**src/rtl/hazard_unit_pkg.sv**
```systemverilog
// hazard_unit_pkg -- shared types and constants for the hazard unit.
//   REG_W        : register-number width
//   FWD_*        : X-stage operand select encodings
//   md_state_e   : multdiv tracker states
//   stage_t      : M/W shadow stage contents
//   xstage_t     : X shadow stage contents (adds source registers)
package hazard_unit_pkg;

  localparam int REG_W = 5;

  localparam logic [1:0] FWD_REGFILE = 2'b00;
  localparam logic [1:0] FWD_MEM     = 2'b01;
  localparam logic [1:0] FWD_WB      = 2'b10;

  typedef enum logic {
    MD_IDLE = 1'b0,
    MD_BUSY = 1'b1
  } md_state_e;

  typedef struct packed {
    logic             vld;
    logic [REG_W-1:0] rd;
    logic             is_load;
  } stage_t;

  typedef struct packed {
    logic             vld;
    logic [REG_W-1:0] rd;
    logic             is_load;
    logic [REG_W-1:0] rs1;
    logic [REG_W-1:0] rs2;
  } xstage_t;

endpackage

```
**src/rtl/hazard_unit_reg_addr_match.sv**
```systemverilog
// reg_addr_match -- register-number compare where r0 never matches.
//   a_i, b_i : register numbers
//   match_o  : 1 when a_i == b_i and both are nonzero
module reg_addr_match
  import hazard_unit_pkg::*;
(
  input  logic [REG_W-1:0] a_i,
  input  logic [REG_W-1:0] b_i,
  output logic             match_o
);

  assign match_o = (a_i == b_i) && (a_i != '0);

endmodule

```
**src/rtl/hazard_unit.sv**
```systemverilog
// hazard_unit -- load-use / multdiv stall and X-stage forwarding control.
// Optional feature macro: HAZARD_MULTDIV_EN (multdiv busy tracker + stall).
//   clk_i, rst_ni           : clock, async active-low reset
//   d_valid_i               : decode holds a real instruction
//   d_rs1_i, d_rs2_i, d_rd_i: decode source/destination registers
//   d_is_load_i, d_is_md_i  : decode instruction class
//   flush_i                 : taken branch in X, squash the incoming X
//   stall_o                 : hold PC and F/D, bubble into X
//   fwd_a_o, fwd_b_o        : X operand select (regfile / M / W)
//   md_busy_o, md_done_o    : multdiv in flight / result-written pulse
module hazard_unit
  import hazard_unit_pkg::*;
#(
  parameter int MD_LATENCY = 32
) (
  input  logic             clk_i,
  input  logic             rst_ni,
  input  logic             d_valid_i,
  input  logic [REG_W-1:0] d_rs1_i,
  input  logic [REG_W-1:0] d_rs2_i,
  input  logic [REG_W-1:0] d_rd_i,
  input  logic             d_is_load_i,
  input  logic             d_is_md_i,
  input  logic             flush_i,
  output logic             stall_o,
  output logic [1:0]       fwd_a_o,
  output logic [1:0]       fwd_b_o,
  output logic             md_busy_o,
  output logic             md_done_o
);

  xstage_t x_q, x_d;
  stage_t  m_q, w_q;

  logic [1:0][REG_W-1:0] d_rs, x_rs;
  logic [1:0]            lu_hit, m_hit, w_hit;
  logic [1:0][1:0]       fwd;
  logic                  lu_stall, md_stall, advance, x_enter;

  assign d_rs = {d_rs2_i, d_rs1_i};
  assign x_rs = {x_q.rs2, x_q.rs1};

  // Per-operand compares: load-use against X.rd, forwarding against M/W.rd.
  for (genvar i = 0; i < 2; i++) begin : g_op
    reg_addr_match u_lu (.a_i(d_rs[i]), .b_i(x_q.rd), .match_o(lu_hit[i]));
    reg_addr_match u_m  (.a_i(x_rs[i]), .b_i(m_q.rd), .match_o(m_hit[i]));
    reg_addr_match u_w  (.a_i(x_rs[i]), .b_i(w_q.rd), .match_o(w_hit[i]));

    // M is the younger producer, so it wins over W.
    assign fwd[i] = (x_q.vld && m_q.vld && m_hit[i]) ? FWD_MEM :
                    (w_q.vld && w_hit[i])             ? FWD_WB  : FWD_REGFILE;
  end

  assign fwd_a_o = fwd[0];
  assign fwd_b_o = fwd[1];

  assign lu_stall = d_valid_i && x_q.vld && x_q.is_load && (|lu_hit);
  // A flush squashes the dependent anyway, so it overrides every stall.
  assign stall_o  = !flush_i && (lu_stall || md_stall);
  assign advance  = d_valid_i && !stall_o && !flush_i;

`ifdef HAZARD_MULTDIV_EN
  localparam int CNT_W = (MD_LATENCY > 1) ? $clog2(MD_LATENCY) : 1;

  md_state_e             st_q, st_d;
  logic [CNT_W-1:0]      cnt_q, cnt_d;
  logic [REG_W-1:0]      md_rd_q, md_rd_d;
  logic [2:0][REG_W-1:0] d_src;
  logic [2:0]            md_hit;
  logic                  md_done;

  assign d_src = {d_rd_i, d_rs2_i, d_rs1_i};

  // Decode reads or overwrites the pending result register.
  for (genvar j = 0; j < 3; j++) begin : g_md
    reg_addr_match u_md (.a_i(d_src[j]), .b_i(md_rd_q), .match_o(md_hit[j]));
  end

  assign md_stall  = (st_q == MD_BUSY) && d_valid_i && ((|md_hit) || d_is_md_i);
  // A multdiv lives only in the tracker; it never occupies X.
  assign x_enter   = advance && !d_is_md_i;
  assign md_busy_o = (st_q == MD_BUSY);
  assign md_done_o = md_done;

  always_comb begin
    st_d    = st_q;
    cnt_d   = cnt_q;
    md_rd_d = md_rd_q;
    md_done = 1'b0;
    unique case (st_q)
      MD_IDLE: begin
        if (advance && d_is_md_i) begin
          st_d    = MD_BUSY;
          cnt_d   = CNT_W'(MD_LATENCY - 1);
          md_rd_d = d_rd_i;
        end
      end
      MD_BUSY: begin
        if (cnt_q == '0) begin
          md_done = 1'b1;
          st_d    = MD_IDLE;
        end else begin
          cnt_d = cnt_q - 1'b1;
        end
      end
      default: st_d = MD_IDLE;
    endcase
  end

  always_ff @(posedge clk_i or negedge rst_ni) begin
    if (!rst_ni) begin
      st_q    <= MD_IDLE;
      cnt_q   <= '0;
      md_rd_q <= '0;
    end else begin
      st_q    <= st_d;
      cnt_q   <= cnt_d;
      md_rd_q <= md_rd_d;
    end
  end
`else
  // Multdiv is treated as an ordinary ALU op in this build.
  localparam int unused_md_latency = MD_LATENCY;
  logic unused_md;

  assign unused_md = d_is_md_i;
  assign md_stall  = 1'b0;
  assign x_enter   = advance;
  assign md_busy_o = 1'b0;
  assign md_done_o = 1'b0;
`endif

  // Bubbles carry zeroed fields so stale register numbers never compare.
  always_comb begin
    x_d = '0;
    if (x_enter) begin
      x_d.vld     = 1'b1;
      x_d.rd      = d_rd_i;
      x_d.is_load = d_is_load_i;
      x_d.rs1     = d_rs1_i;
      x_d.rs2     = d_rs2_i;
    end
  end

  logic unused_w_load;
  assign unused_w_load = w_q.is_load;

  always_ff @(posedge clk_i or negedge rst_ni) begin
    if (!rst_ni) begin
      x_q <= '0;
      m_q <= '0;
      w_q <= '0;
    end else begin
      x_q <= x_d;
      m_q <= '{vld: x_q.vld, rd: x_q.rd, is_load: x_q.is_load};
      w_q <= m_q;
    end
  end

endmodule

```
**config.mk**
```make
export PLATFORM = sky130hd
export DESIGN_NAME = hazard_unit
export DESIGN_NICKNAME = d
export VERILOG_FILES = /design/src/rtl/hazard_unit_pkg.sv /design/src/rtl/hazard_unit_reg_addr_match.sv /design/src/rtl/hazard_unit.sv
export SDC_FILE = /design/constraint.sdc
export NUM_CORES = 1
export LEC_CHECK = 0
export CORE_MARGIN = 4
export CORE_UTILIZATION = 40
export CTS_CLUSTER_SIZE = 28
export DETAILED_ROUTE_END_ITERATION = 12
export MAX_ROUTING_LAYER = met4
export PLACE_DENSITY_LB_ADDON = 0.3
export SYNTH_ARGS = -nofsm -noshare
export SYNTH_HDL_FRONTEND = slang
export SYNTH_SLANG_ARGS = --single-unit
```
**constraint.sdc**
```tcl
create_clock -name clk_i -period 2.15 [get_ports clk_i]
set_input_delay 0.43 -clock clk_i [delete_from_list [all_inputs] [get_ports clk_i]]
set_output_delay 0.43 -clock clk_i [all_outputs]
set_load 0.03 [all_outputs]
```
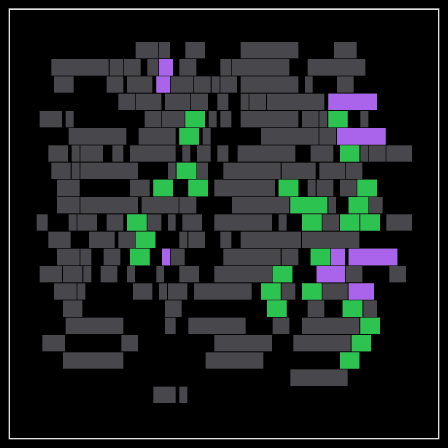
logic_types.png
- NOR gates: purple (cells 9)
- XOR/XNOR gates: green (cells 26)
number of standard cells in the final layout excluding fillers: 223
multi-input logic portion of the cell area: 37.6%
most common logic cell in the routed design: sky130_fd_sc_hd__dfrtp_1

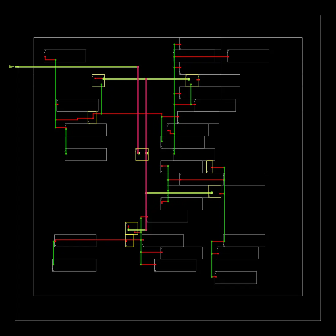
clocks.png
FF+latch count: 29
number of clock buffers in the layout: 6
skew final: 9.29 ps
TritonCTS Sinks: 29

==> logic make-up (layout without fill, tap and decap cells) <==
family / after synthesis / count (layout) / synth area share [%]
AND-OR/OR-AND: 22 / 22 / 13.9
XOR/XNOR: 26 / 26 / 16.1
buffers and inverters: 9 / 56 / 3.44
flip-flops: 29 / 29 / 51.2
other: 1 / 2 / 0.265
AND/OR/NAND/NOR: 42 / 42 / 15.2
==> worst paths after layout <==
kind | startpoint | to | slack (ps) | depth (start not counted)
worst min register to register | m_q[6]$_DFF_PN0_ | w_q[6]$_DFF_PN0_ | 380 | 0
worst max-delay path | x_q[1]$_DFF_PN0_ | fwd_b_o[1] | -170 | 5
min in group asynchronous | rst_ni | x_q[1]$_DFF_PN0_ | 480 | 2
max in group asynchronous | rst_ni | x_q[12]$_DFF_PN0_ | 1380 | 2
worst max register to register | x_q[14]$_DFF_PN0_ | x_q[0]$_DFF_PN0_ | 640 | 5
worst min-delay path | m_q[6]$_DFF_PN0_ | w_q[6]$_DFF_PN0_ | 380 | 0
==> power by group through the flow <==
stage | logic [uW] | registers [uW] | clock network, uW
floorplan | 112 | 594 | 0
global placement | 189 | 600 | 0
detailed placement | 193 | 602 | 0
CTS | 202 | 589 | 317
global route | 231 | 594 | 337
finish | 212 | 590 | 302
==> placed cells by master, fill, tap and decap left out, types with 4 or more instances in the layout <==
cell type	instances
sky130_fd_sc_hd__clkdlybuf4s50_1	11
sky130_fd_sc_hd__clkbuf_4	5
sky130_fd_sc_hd__or4_4	4
sky130_fd_sc_hd__buf_4	24
sky130_fd_sc_hd__a21oi_1	6
sky130_fd_sc_hd__a21oi_2	10
sky130_fd_sc_hd__dfrtp_1	26
sky130_fd_sc_hd__nand4_1	5
sky130_fd_sc_hd__xnor2_1	24
sky130_fd_sc_hd__nand2_1	20
==> impl_results.html <==
<h2>Implementation results</h2>
<table>
<tr><th>Metric</th><th>Value</th></tr>
<tr><th colspan="2">Placement</th></tr>
<tr><td>Dpl cells</td><td>207</td></tr>
<tr><td>Post-detail-place hpwl</td><td>2.24 mm</td></tr>
<tr><td>Worst slack at placement</td><td>-285 ps</td></tr>
<tr><td>Total cell area at the placement stage</td><td>1820 sq um</td></tr>
<tr><td>Quantity of I/O buffers inserted on ports</td><td>24</td></tr>
<tr><td>Final weighted congestion in routability-driven placement</td><td>0.787</td></tr>
<tr><th colspan="2">Yosys</th></tr>
<tr><td>Share of the yosys chip area belonging to registers</td><td>51.2%</td></tr>
<tr><td>Dominant cells by area after synthesis</td><td>sky130_fd_sc_hd__dfrtp_1 (51%), sky130_fd_sc_hd__xnor2_1 (15%), sky130_fd_sc_hd__a21oi_2 (6.2%)</td></tr>
<tr><td>Yosys top cell by area</td><td>sky130_fd_sc_hd__dfrtp_1</td></tr>
<tr><td>Unique cell types</td><td>25</td></tr>
<tr><td>Leading post-synthesis cells by instance count</td><td>sky130_fd_sc_hd__dfrtp_1 (29), sky130_fd_sc_hd__xnor2_1 (25), sky130_fd_sc_hd__nand2_1 (20), sky130_fd_sc_hd__a21oi_2 (10), sky130_fd_sc_hd__a21oi_1 (6)</td></tr>
<tr><td>Cells after Synth</td><td>129</td></tr>
<tr><td>Mean instance size in the synthesized netlist</td><td>11.0 sq um</td></tr>
<tr><td>Synthesis-stage register bit count</td><td>29</td></tr>
<tr><td>Dominant Register Cell</td><td>sky130_fd_sc_hd__dfrtp_1</td></tr>
<tr><td>Post-synth design cell area</td><td>1420 sq um</td></tr>
<tr><td>Area share, top type</td><td>51.2%</td></tr>
<tr><td>Chip area line of the yosys report</td><td>1420 sq um</td></tr>
<tr><td>Fraction of registers with async set or reset after synthesis</td><td>100%</td></tr>
<tr><td>Yosys warns</td><td>0</td></tr>
<tr><td>Cell count listed in synth_stat.txt</td><td>129</td></tr>
<tr><td>Most instantiated library cell after synthesis</td><td>sky130_fd_sc_hd__dfrtp_1</td></tr>
<tr><th colspan="2">Finish</th></tr>
<tr><td>Largest class</td><td>combinational gates</td></tr>
<tr><td>Inverters excl. clock</td><td>2</td></tr>
<tr><td>Non-clock buffer area fraction after layout</td><td>19.5%</td></tr>
<tr><td>Clock network share of area</td><td>2.61%</td></tr>
<tr><td>Footprint of the multi-input gates</td><td>739 sq um</td></tr>
<tr><td>Largest regs</td><td>x_q (17), m_q (6), w_q (6)</td></tr>
<tr><td>Area of all sequential standard cells</td><td>729 sq um</td></tr>
<tr><td>Largest register FFs</td><td>17</td></tr>
<tr><td>Share of the core filled with cells in the final layout</td><td>58.1%</td></tr>
<tr><td>Cell area after layout</td><td>1970 sq um</td></tr>
<tr><td>Count of antenna diodes in the layout</td><td>0</td></tr>
<tr><td>Synthesis-to-finish area growth</td><td>38.8%</td></tr>
<tr><td>Non-clock buffer count in the final layout</td><td>46</td></tr>
<tr><td>Top reg by flops</td><td>x_q</td></tr>
<tr><td>Number of nets in the layout</td><td>197</td></tr>
<tr><td>Combinational Gates</td><td>92</td></tr>
<tr><th colspan="2">Drt</th></tr>
<tr><td>Metal-1 WL</td><td>1.20 mm</td></tr>
<tr><td>1st-pass router iterations</td><td>4</td></tr>
<tr><td>Count of routing violations after the opening detailed-route iteration</td><td>28</td></tr>
<tr><td>DR DRC count</td><td>0</td></tr>
<tr><td>Average wire per standard cell</td><td>13.8 microns</td></tr>
<tr><td>Via density per instance</td><td>4.76</td></tr>
<tr><td>Number of vias in the routed layout</td><td>1061</td></tr>
<tr><td>Final WL</td><td>3.08 mm</td></tr>
<tr><td>Tally of nets with antenna violations remaining after routing</td><td>0</td></tr>
<tr><td>Highest Signal Layer</td><td>met4</td></tr>
<tr><td>Met2 Routed Length</td><td>1.68 mm</td></tr>
<tr><td>Routed length on met3</td><td>123 microns</td></tr>
<tr><th colspan="2">Final timing</th></tr>
<tr><td>Fmax</td><td>0.432 GHz</td></tr>
<tr><td>WHS</td><td>381 ps</td></tr>
<tr><td>Final Max Tran Viols</td><td>0</td></tr>
<tr><td>Crit path setup slack, layout</td><td>-166 ps</td></tr>
<tr><td>Setup repair after global routing missed its margin</td><td>yes</td></tr>
<tr><td>Setup_tns</td><td>-267 ps</td></tr>
<tr><td>Final hold violations</td><td>0</td></tr>
<tr><td>Fin crit period</td><td>2320 ps</td></tr>
<tr><td>Final number of setup-violating endpoints</td><td>2</td></tr>
<tr><td>Portion of the clock cycle consumed by the worst path in the final layout</td><td>108%</td></tr>
<tr><th colspan="2">Clocking</th></tr>
<tr><td>Clock latency on the worst-skew pair</td><td>320 ps</td></tr>
<tr><td>CTS Buffer Depth</td><td>2</td></tr>
<tr><td>Root buffer cell</td><td>sky130_fd_sc_hd__clkbuf_4</td></tr>
<tr><td>Hold buffer count at cts</td><td>0</td></tr>
<tr><td>Clock tree from TritonCTS</td><td>yes</td></tr>
<tr><td>CTS resizes</td><td>21</td></tr>
<tr><td>Clock H-tree levels</td><td>2</td></tr>
<tr><td>Number of buffers created by CTS</td><td>5</td></tr>
<tr><td>Register clock-pin slew on the reported worst setup and hold paths</td><td>90 ps</td></tr>
<tr><th colspan="2">Global routing</th></tr>
<tr><td>GRT overflow</td><td>0</td></tr>
<tr><td>GRT met3 Usage</td><td>4.66%</td></tr>
<tr><td>Overall Global Routing Usage</td><td>16.3%</td></tr>
<tr><td>Met1 track demand over resource in global routing</td><td>17.1%</td></tr>
<tr><td>Antenna violations before repair</td><td>0</td></tr>
<tr><td>Met2 usage in global routing</td><td>28.6%</td></tr>
<tr><td>Pin count of the biggest net entering global routing</td><td>30</td></tr>
<tr><td>Grt peak-use layer</td><td>met2</td></tr>
<tr><td>First-pass GRT wire length</td><td>5.20 mm</td></tr>
<tr><th colspan="2">Worst setup path</th></tr>
<tr><td>Peak per-stage delay on the critical path</td><td>560 ps</td></tr>
<tr><td>Critical path fanouts, max</td><td>2</td></tr>
<tr><td>Required time at the endpoint of the critical path</td><td>1720 ps</td></tr>
<tr><td>CP startpoint kind</td><td>flop</td></tr>
<tr><td>Data arrival time of the critical path</td><td>1890 ps</td></tr>
<tr><td>Cell family contributing the most delay on the critical path</td><td>simple AND/OR/NAND/NOR gates</td></tr>
<tr><td>Crit path kind</td><td>flop to output pin</td></tr>
<tr><td>Type of element capturing the critical path</td><td>output pin</td></tr>
<tr><td>Number of buffer and inverter instances along the worst setup path</td><td>1</td></tr>
<tr><th colspan="2">Outcome</th></tr>
<tr><td>Failing checks</td><td>setup timing</td></tr>
<tr><td>Result of the run</td><td>finished with violations</td></tr>
<tr><th colspan="2">Power and ir drop</th></tr>
<tr><td>NetSw</td><td>302 uW</td></tr>
<tr><td>Internal Dissipation</td><td>803 uW</td></tr>
<tr><td>Pwr per Cell Area</td><td>561 nW/um^2</td></tr>
<tr><td>Post-layout total power</td><td>1100 uW</td></tr>
<tr><td>Reported leakage power</td><td>0.000819 uW</td></tr>
<tr><td>Clock network fraction of design power</td><td>27.4%</td></tr>
<tr><td>Max rail drop VDD</td><td>0.000288 V</td></tr>
<tr><td>Net Sw Frac</td><td>27.3%</td></tr>
<tr><td>Gate power share</td><td>19.2%</td></tr>
<tr><th colspan="2">Flow run</th></tr>
<tr><td>Max-cap violations</td><td>0</td></tr>
<tr><td>Count of warning messages emitted by the tools</td><td>29</td></tr>
<tr><th colspan="2">Die</th></tr>
<tr><td>Chip Height</td><td>67.5 microns</td></tr>
<tr><td>Number of tapcells</td><td>46</td></tr>
<tr><td>Cell row count</td><td>21</td></tr>
<tr><td>Die Size</td><td>4560 sq um</td></tr>
<tr><td>Fp_density</td><td>41.8%</td></tr>
<tr><td>Ports placed on the boundary</td><td>28</td></tr>
<tr><td>Die W</td><td>67.5 microns</td></tr>
<tr><td>Placeable core region</td><td>3390 sq um</td></tr>
<tr><th colspan="2">Worst hold path</th></tr>
<tr><td>Path category of the worst min-delay check</td><td>flop to flop</td></tr>
</table>
Power is estimated from default activity; no workload was simulated.
